==> config.mk <==
export PLATFORM = sky130hd
export DESIGN_NAME = ras_spec_ctrl
export DESIGN_NICKNAME = d
export VERILOG_FILES = /design/src/rtl/ras_pkg.sv /design/src/rtl/ras_occ_ckpt.sv /design/src/rtl/ras_spec_ctrl.sv
export SDC_FILE = /design/constraint.sdc
export NUM_CORES = 1
export LEC_CHECK = 0
export ABC_CLOCK_PERIOD_IN_PS = 3800
export CORE_ASPECT_RATIO = 1.75
export CORE_MARGIN = 4
export CORE_UTILIZATION = 36
export CTS_BUF_LIST = sky130_fd_sc_hd__clkbuf_4
export DETAILED_ROUTE_END_ITERATION = 10
export PLACE_DENSITY = 0.78
export SLEW_MARGIN = 20
export SYNTH_ARGS = -nofsm -noshare
export SYNTH_HDL_FRONTEND = slang
export SYNTH_SLANG_ARGS = --single-unit
==> constraint.sdc <==
create_clock -name clk -period 3.8 [get_ports clk]
set_input_delay 0.38 -clock clk [delete_from_list [all_inputs] [get_ports clk]]
set_output_delay 0.38 -clock clk [all_outputs]
set_load 0.02 [all_outputs]
==> src/rtl/ras_pkg.sv <==
`default_nettype none
// +-----------------------------------------------------------------+
// | ras_pkg : shared types and constants for the ras sequencer       |
// | Rev 1.0                                                           |
// +-----------------------------------------------------------------+
package ras_pkg;

  localparam int unsigned RAS_WIDTH = 32;
  localparam int unsigned RAS_DEPTH = 1024;
  localparam int unsigned RAS_ADDR  = 10;

  typedef enum logic [1:0] {
    ST_IDLE    = 2'd0,
    ST_SPEC    = 2'd1,
    ST_RESOLVE = 2'd2
  } ras_state_e;

  typedef struct packed {
    logic                 push;
    logic                 pop;
    logic                 branch;
    logic                 hit;
    logic [RAS_WIDTH-1:0] addr;
  } ras_op_t;

  typedef struct packed {
    logic valid;
    logic hit;
    logic kill;
  } ras_pred_t;

  // Occupancy needs one extra bit so that a full stack (== DEPTH) is representable.
  function automatic int unsigned occ_width(input int unsigned addr_w);
    return addr_w + 1;
  endfunction

endpackage
`default_nettype wire

==> src/rtl/ras_occ_ckpt.sv <==
`default_nettype none
// +-----------------------------------------------------------------+
// | ras_occ_ckpt : saturating occupancy counter with checkpoint      |
// | Rev 1.0                                                           |
// +-----------------------------------------------------------------+
module ras_occ_ckpt import ras_pkg::*; #(
  parameter int unsigned DEPTH = RAS_DEPTH,
  parameter int unsigned ADDR  = RAS_ADDR
) (
  input  logic          clk,
  input  logic          rst,
  input  logic          inc,
  input  logic          dec,
  input  logic          restore,
  input  logic          ckpt_load,
  output logic [ADDR:0] base,
  output logic          overflow
);

  localparam int unsigned     OCC_W = occ_width(ADDR);
  localparam logic [OCC_W-1:0] FULL = OCC_W'(DEPTH);
  localparam logic [OCC_W-1:0] ONE  = OCC_W'(1);

  logic [OCC_W-1:0] count_q, count_d;
  logic [OCC_W-1:0] ckpt_q, ckpt_d;
  logic             overflow_q, overflow_d;

  // base is the count the current op applies to, already rolled back on restore
  always_comb begin
    base    = restore ? ckpt_q : count_q;
    count_d = base;
    if (inc && !dec && (base != FULL)) begin
      count_d = base + ONE;
    end else if (dec && !inc && (base != '0)) begin
      count_d = base - ONE;
    end
    ckpt_d     = ckpt_load ? count_d : ckpt_q;
    overflow_d = overflow_q | (inc && (base == FULL));
  end

  always_ff @(posedge clk or posedge rst) begin
    if (rst) begin
      count_q    <= '0;
      ckpt_q     <= '0;
      overflow_q <= 1'b0;
    end else begin
      count_q    <= count_d;
      ckpt_q     <= ckpt_d;
      overflow_q <= overflow_d;
    end
  end

  assign overflow = overflow_q;

endmodule
`default_nettype wire

==> src/rtl/ras_spec_ctrl.sv <==
`default_nettype none
// +-----------------------------------------------------------------+
// | ras_spec_ctrl : fetch/resolve to ras strobe sequencer            |
// | Rev 1.0                                                           |
// +-----------------------------------------------------------------+
module ras_spec_ctrl import ras_pkg::*; #(
  parameter int unsigned WIDTH = RAS_WIDTH,
  parameter int unsigned DEPTH = RAS_DEPTH,
  parameter int unsigned ADDR  = RAS_ADDR
) (
  input  logic             clk,
  input  logic             rst,
  input  logic             f_valid,
  input  logic             f_call,
  input  logic             f_ret,
  input  logic             f_branch,
  input  logic [WIDTH-1:0] f_ret_addr,
  output logic             f_ready,
  output logic             f_br_ready,
  input  logic             res_valid,
  input  logic             res_mispredict,
  output logic             ret_pred_valid,
  output logic             ret_pred_hit,
  output logic [WIDTH-1:0] ret_pred_addr,
  output logic             ras_push,
  output logic             ras_pop,
  output logic             ras_branch,
  output logic             ras_close_valid,
  output logic             ras_close_invalid,
  output logic [WIDTH-1:0] ras_din,
  input  logic [WIDTH-1:0] ras_dout,
  output logic             overflow
);

  ras_state_e       state_q, state_d;
  logic             live_q;
  logic             push_q, pop_q, branch_q;
  logic             push_d, pop_d, branch_d;
  logic             close_valid_q, close_valid_d;
  logic             close_invalid_q, close_invalid_d;
  logic [WIDTH-1:0] din_q, din_d;
  ras_pred_t        s1_q, s1_d, s2_q, s2_d;

  ras_op_t          op;
  logic             in_spec, accept, restore, kill;
  logic [ADDR:0]    occ_base;

  always_comb begin
    in_spec    = (state_q == ST_SPEC);
    f_ready    = live_q && !(in_spec && res_valid);
    f_br_ready = live_q && !in_spec;
    accept     = f_valid && f_ready;
    restore    = (state_q == ST_RESOLVE) && close_invalid_q;
    kill       = in_spec && res_valid && res_mispredict;

    op        = '0;
    op.push   = accept && f_call;
    op.hit    = accept && f_ret && (occ_base != '0);
    op.pop    = op.hit;
    op.branch = accept && f_branch && !in_spec;
    op.addr   = op.push ? f_ret_addr : '0;

    state_d = state_q;
    case (state_q)
      ST_IDLE:    if (op.branch) state_d = ST_SPEC;
      ST_SPEC:    if (res_valid) state_d = ST_RESOLVE;
      ST_RESOLVE: state_d = op.branch ? ST_SPEC : ST_IDLE;
      default:    state_d = ST_IDLE;
    endcase

    push_d          = op.push;
    pop_d           = op.pop;
    branch_d        = op.branch;
    din_d           = op.addr;
    close_valid_d   = in_spec && res_valid && !res_mispredict;
    close_invalid_d = kill;

    // Nothing is accepted in the mispredict cycle, so only the older entry can need killing.
    s1_d      = '{valid: accept && f_ret, hit: op.hit, kill: 1'b0};
    s2_d      = s1_q;
    s2_d.kill = s1_q.kill | kill;
  end

  always_ff @(posedge clk or posedge rst) begin
    if (rst) begin
      state_q         <= ST_IDLE;
      live_q          <= 1'b0;
      push_q          <= 1'b0;
      pop_q           <= 1'b0;
      branch_q        <= 1'b0;
      din_q           <= '0;
      close_valid_q   <= 1'b0;
      close_invalid_q <= 1'b0;
      s1_q            <= '0;
      s2_q            <= '0;
    end else begin
      state_q         <= state_d;
      live_q          <= 1'b1;
      push_q          <= push_d;
      pop_q           <= pop_d;
      branch_q        <= branch_d;
      din_q           <= din_d;
      close_valid_q   <= close_valid_d;
      close_invalid_q <= close_invalid_d;
      s1_q            <= s1_d;
      s2_q            <= s2_d;
    end
  end

  ras_occ_ckpt #(
    .DEPTH (DEPTH),
    .ADDR  (ADDR)
  ) u_occ (
    .clk       (clk),
    .rst       (rst),
    .inc       (op.push),
    .dec       (op.pop),
    .restore   (restore),
    .ckpt_load (op.branch),
    .base      (occ_base),
    .overflow  (overflow)
  );

  assign ras_push          = push_q;
  assign ras_pop           = pop_q;
  assign ras_branch        = branch_q;
  assign ras_din           = din_q;
  assign ras_close_valid   = close_valid_q;
  assign ras_close_invalid = close_invalid_q;

  assign ret_pred_valid = s2_q.valid && !s2_q.kill;
  assign ret_pred_hit   = ret_pred_valid && s2_q.hit;
  assign ret_pred_addr  = ret_pred_hit ? ras_dout : '0;

endmodule
`default_nettype wire

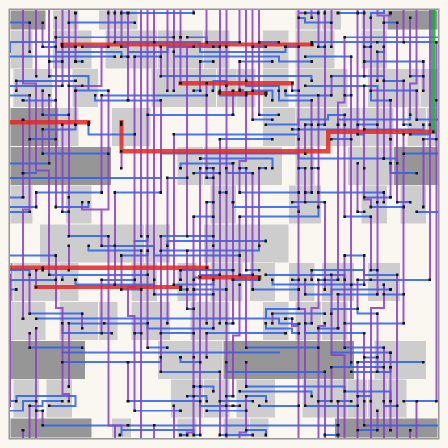
*Layout detail*
Region (26, 53) to (56, 83) µm. Cells in grey, sequential cells in the stronger grey; small squares are vias.
legend:
  met3:
    colour: red
  met4:
    colour: green
  met1:
    colour: blue
  met2:
    colour: purple
sequential cells in the window: 5
netlist names of flops here include: `u_occ.ckpt_q` (2), `u_occ.count_q` (2)
most frequent: nand3_1 (10), nand2_1 (9), a21oi_1 (7)
cells with their middle in the window: 78

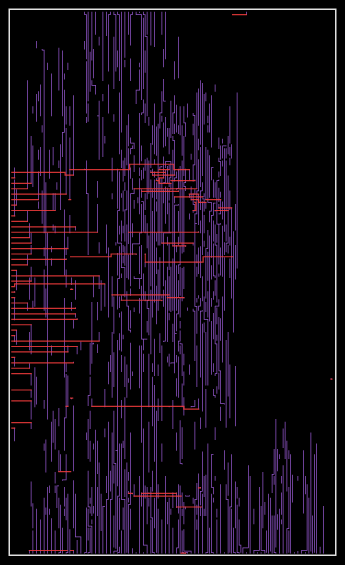
*Routed metal, one colour a layer*
Scale: 4 px per µm. Only two layers are drawn.
legend:
  met2:
    colour: purple
    wire_length: 5540 µm
  met3:
    colour: red
    wire_length: 631 µm

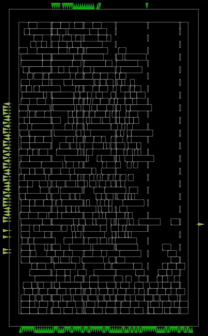
*Placed standard cells*
Seq area share: 0.3293
Fillers: 831
Placement Rows: 46

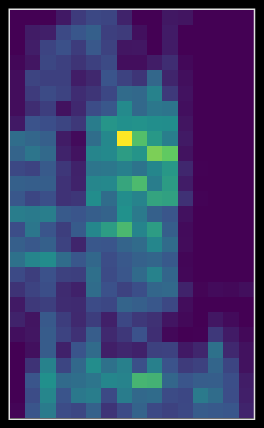
*Wire density map*
Scale: 3 px per µm. The die is cut into 16 by 27 equal tiles; dark purple is low, yellow is high, scaled to the fullest tile. Values are wire area over tile area, all layers added.
nearly empty tiles: 23%
emptiest ninth of the die: upper right
mean over tiles: 0.14

==> results.yml <==
# yosys + openroad results
timing:
  rsz0062_at_grt: "no"
  timing.fmax_mhz: 343.6
  hold_slack_ps: 364.6
  skew_ps: 17.05
  worst_pin_slew_ps: 909.6
die:
  die_h_um: 136.1
  tapCellCount: 120
  core-area_um2: 9094
  fp_util: 0.3715
  io-pin-count: 146
power:
  powerClk_mw: 0.390
  power_mw: 1.883
drt:
  viasPerCell: 5.128
  routedWlPerCell_um: 16.55
  top_layer: "met4"
  drt-total-wl_um: 9944
  drc_errors: 0
clock_network:
  cts_resized: 0
  cts.sinks: 66
  clock_tree.root_cell: "clkbuf_4"
cells_and_area:
  stdcell_count: 601
  final_util: 0.5515
  regArea_um2: 1652
  fin_nets: 549
  largest_reg_flops: 32
  clock_area_frac: 0.02246
place:
  placed_cells: 584
global_route:
  antenna_found_initial: 1
  grt.busiest_layer: "met2"
  grt_usage: 0.1898
status:
  status: "finished, final reports clean"
setup_path:
  cp_num_cells: 9
synth:
  yosysTopAreaCellShare: 0.4889
  synth_cell_types: 54
hold_path:
  worstHoldStart: "s1_q[2]"
No activity file was given, so power comes from the tool's default toggle rates.
